run_1/clk_routes.png
Bar = 20 um.
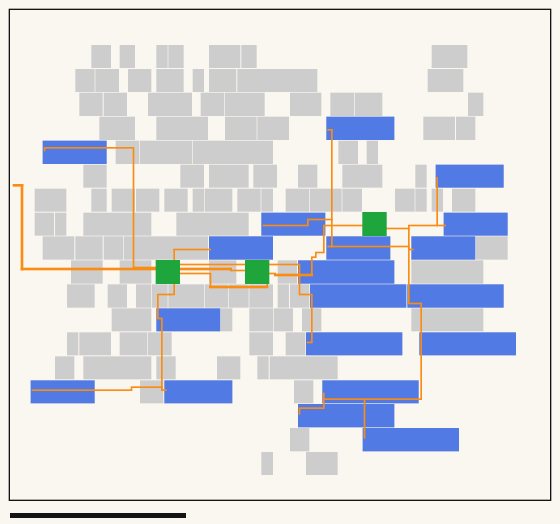
run_1/clocks.png
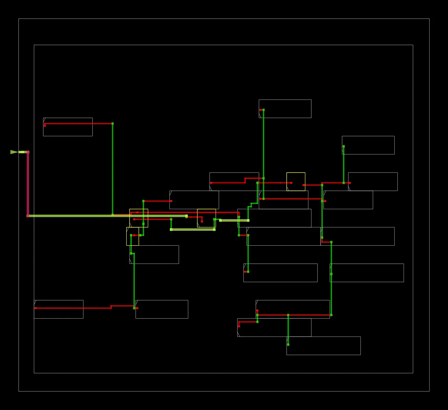
run_1/power_grid.png
Pins as bars on the die edge.
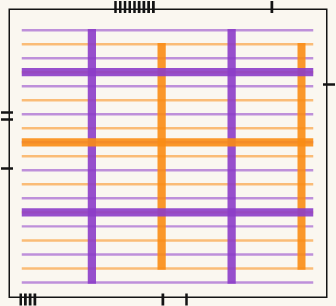
run_1/placement_by_type.png
Bar = 20 um.
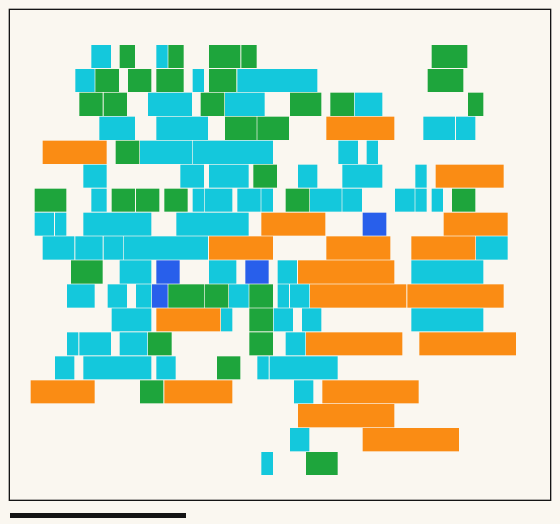
### config.mk
export PLATFORM = sky130hd
export DESIGN_NAME = xbar_write_order_scheduler
export DESIGN_NICKNAME = d
export VERILOG_FILES = /design/src/rtl/xbar_write_order_scheduler.sv
export SDC_FILE = /design/constraint.sdc
export NUM_CORES = 1
export LEC_CHECK = 0
export CORE_ASPECT_RATIO = 0.9
export CORE_MARGIN = 2
export CORE_UTILIZATION = 34
export CTS_CLUSTER_DIAMETER = 40
export DETAILED_ROUTE_END_ITERATION = 8
export PLACE_DENSITY = 0.57
export REMOVE_ABC_BUFFERS = 1
export SLEW_MARGIN = 20
export SYNTH_ARGS = -nofsm -noshare
export SYNTH_HDL_FRONTEND = slang
export SYNTH_SLANG_ARGS = --single-unit
### constraint.sdc
create_clock -name ACLK -period 2.3 [get_ports ACLK]
set_clock_uncertainty 0.05 [all_clocks]
set_input_delay 0.345 -clock ACLK [delete_from_list [all_inputs] [get_ports ACLK]]
set_output_delay 0.345 -clock ACLK [all_outputs]
set_load 0.01 [all_outputs]
### src/rtl/xbar_write_order_scheduler.sv
// rtl/xbar_write_order_scheduler.sv - per-slave W-channel sequencer, bursts forwarded in AW acceptance order
// Optional length-driven burst termination with WLAST checking: define XBAR_WLAST_CHECK_EN.
module xbar_write_order_scheduler #(
  parameter int masters       = 2,
  parameter int pending_depth = 8,
  parameter int LEN_WIDTH     = 4,
  localparam int MW = (masters > 1) ? $clog2(masters) : 1,
  localparam int AW = $clog2(pending_depth)
) (
  input  logic                 ACLK,
  input  logic                 ARESETn,
  input  logic                 aw_push,
  input  logic [MW-1:0]        aw_master,
  input  logic [LEN_WIDTH-1:0] aw_len,
  output logic                 aw_block,
  input  logic                 w_src_valid,
  input  logic                 w_src_last,
  input  logic                 slave_w_fifo_full,
  output logic [MW-1:0]        write_data_forward_src_master,
  output logic                 w_push,
  output logic                 order_empty,
  output logic [AW:0]          order_count,
  output logic                 wlast_error
);

  logic [AW:0]   wptr_q, wptr_d;
  logic [AW:0]   rptr_q, rptr_d;
  logic [MW-1:0] mst_mem_q [pending_depth];
  logic          burst_end;
  logic          push_ok;

  assign order_count = wptr_q - rptr_q;
  assign order_empty = (order_count == '0);
  assign aw_block    = (order_count == (AW+1)'(pending_depth));
  assign w_push      = ~order_empty & w_src_valid & ~slave_w_fifo_full;
  assign write_data_forward_src_master = order_empty ? '0 : mst_mem_q[rptr_q[AW-1:0]];

  // A pop in the same edge frees the slot, so a push is accepted even when full.
  assign push_ok = aw_push & (~aw_block | burst_end);
  assign wptr_d  = push_ok   ? wptr_q + 1'b1 : wptr_q;
  assign rptr_d  = burst_end ? rptr_q + 1'b1 : rptr_q;

  always_ff @(posedge ACLK) begin
    if (!ARESETn) begin
      wptr_q <= '0;
      rptr_q <= '0;
    end else begin
      wptr_q <= wptr_d;
      rptr_q <= rptr_d;
    end
  end

  always_ff @(posedge ACLK) begin
    if (push_ok) mst_mem_q[wptr_q[AW-1:0]] <= aw_master;
  end

`ifdef XBAR_WLAST_CHECK_EN
  logic [LEN_WIDTH-1:0] len_mem_q [pending_depth];
  logic [LEN_WIDTH-1:0] beat_cnt_q, beat_cnt_d;
  logic                 wlast_error_q, wlast_error_d;
  logic                 len_hit;

  assign len_hit       = (beat_cnt_q == len_mem_q[rptr_q[AW-1:0]]);
  assign burst_end     = w_push & len_hit;
  assign beat_cnt_d    = burst_end ? '0 : (w_push ? beat_cnt_q + 1'b1 : beat_cnt_q);
  assign wlast_error_d = w_push & (w_src_last != len_hit);
  assign wlast_error   = wlast_error_q;

  always_ff @(posedge ACLK) begin
    if (push_ok) len_mem_q[wptr_q[AW-1:0]] <= aw_len;
  end

  always_ff @(posedge ACLK) begin
    if (!ARESETn) begin
      beat_cnt_q    <= '0;
      wlast_error_q <= 1'b0;
    end else begin
      beat_cnt_q    <= beat_cnt_d;
      wlast_error_q <= wlast_error_d;
    end
  end
`else
  logic unused_len;

  assign unused_len  = ^aw_len;
  assign burst_end   = w_push & w_src_last;
  assign wlast_error = 1'b0;
`endif

endmodule
==> ci_impl_report.md, run 1 <==
### Flow metrics

| Metric | Value |
|---|---|
| Data arrival time of the critical path | `2.53 ns` |
| Max incr delay on CP | `0.51 ns` |
| # setup viols final | `16` |
| Max_cap viols | `0` |
| CTS tree | `yes` |
| OpenROAD warning count | `31` |
| Crit path max-delay family | `simple AND/OR/NAND/NOR gates` |
| Count leader, synth | `dfxtp_1` |
| Post-Synthesis Cells | `89` |
| Clock-cell share | `1.87%` |
| Final worst slack | `-0.210 ns` |
| Final min period | `2.51 ns` |
| DRC violations left | `0` |
| Worst setup startpoint | `wptr_q[0]` |
| Gr busiest metal | `met2` |
| Root buffer cell | `clkbuf_4` |
| Synth Area in Compound Gates | `5.35%` |
| Die W | `61.3 um` |
| Drt wl/cell | `13.1 um` |
| Most common logic cell in the routed design | `buf_4` |
| Comb gates | `60` |
| Switching share of power | `32.4%` |
| Fp util | `36.3%` |
| Inverters | `8` |
| First-pass GRT wire length | `3530 um` |
| Failing checks | `negative setup slack` |
| Seq pwr share | `36.8%` |
| Synth Area in Adders | `8.21%` |
| Buffers & Inverters on Critical Path | `4` |
| Yosys cell count | `89` |
| CP cell instances | `inv_2 -> ha_4 -> inv_2 -> fa_2 -> xor2_2 -> buf_4 -> or4b_4 -> o31ai_4 -> buf_4 -> nor4_1` |
| IO Count | `20` |
| R2r worst-path depth | `10` |
| Non-clk bufs | `36` |
| Top cells by count, synth | `dfxtp_1 (11), edfxtp_1 (8), inv_1 (8), nor4_1 (8), mux2i_1 (6)` |
| Placer Congestion | `0.858` |
| Syn avg cell area | `11.3 um^2` |
| Crit path kind | `flop to flop` |
| CP endpoint kind | `flop` |
| Worst path slowest cell | `or4b_4` |
| Post-CTS Resized | `37` |
| Clock-pin slew on the worst setup and hold paths | `0.11 ns` |
| Dominant kind of cell | `combinational gates` |
| Outcome | `finished with violations` |
| Met2 GRT Util | `22.5%` |
| Vias per cell | `4.75` |
About clk_routes.png:
clock wires: in orange, length 248 um. flip-flops: in blue, count 19. clock drivers: in green, count 3.
There are 4 routed clock nets.
clock power share: 16.7%
Latency at later pin: 0.30 ns
clk pwr: 173 uW

About clocks.png:
clkbuf count: 3
registers: 19
CTS sink count: 19
TritonCTS Buffers: 3

About power_grid.png:
VDD: in orange. VSS: in purple.
The core has 18 rows. 19 met1 rails follow the rows. 4 straps on met4.

About placement_by_type.png:
combinational and other logic: in cyan, cells 68, share of their area 45%. clock drivers and dummy loads: in blue, cells 4, share of their area 1.9%. other buffers and delay cells: in green, cells 36, share of their area 21%. flops: in orange, cells 19, share of their area 33%.
Final Util: 53.1%
post-route design area: 1470 um^2
row cnt: 18
fraction of area in registers: 31.5%
Core ar.: 2770 um^2

==> run 1 -> run 2 <==
- SLEW_MARGIN: 20 -> not set
run_2/placement_by_type.png
Bar = 20 um.
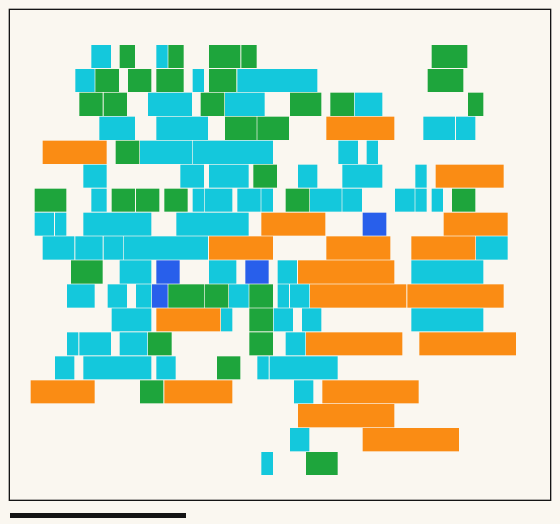

==> ci_impl_report.md, run 2 <==
### Flow metrics

| Metric | Value |
|---|---|
| Outcome | `finished with violations` |
| Failing checks | `negative setup slack` |
| OpenROAD warning count | `31 (unchanged)` |
| Fp util | `36.3% (unchanged)` |
| Yosys cell count | `89 (unchanged)` |
| First-pass GRT wire length | `3530 um (unchanged)` |
| TritonCTS Buffers | `3 (unchanged)` |
| Clkbuf count | `3 (unchanged)` |
| R2r worst-path depth | `10 (unchanged)` |
| Drt wl/cell | `13.1 um (unchanged)` |
| Crit path kind | `flop to flop` |
| Final worst slack | `-0.210 ns (unchanged)` |
| Core ar. | `2770 um^2 (unchanged)` |
| Final min period | `2.51 ns (unchanged)` |
| # setup viols final | `16 (unchanged)` |
| Clk pwr | `173 uW (about the same)` |
| Post-CTS Resized | `37 (unchanged)` |
| Row cnt | `18 (unchanged)` |
| Crit path max-delay family | `simple AND/OR/NAND/NOR gates` |
| Gr busiest metal | `met2` |
| Root buffer cell | `clkbuf_4` |
| Switching share of power | `32.4% (unchanged)` |
| CTS sink count | `19 (unchanged)` |
| Placer Congestion | `0.858 (unchanged)` |
| Worst path slowest cell | `or4b_4` |
| CP cell instances | `inv_2 -> ha_4 -> inv_2 -> fa_2 -> xor2_2 -> buf_4 -> or4b_4 -> o31ai_4 -> buf_4 -> nor4_1` |
| CP endpoint kind | `flop` |
| Worst setup startpoint | `wptr_q[0]` |
Power and IR drop assume default switching activity.
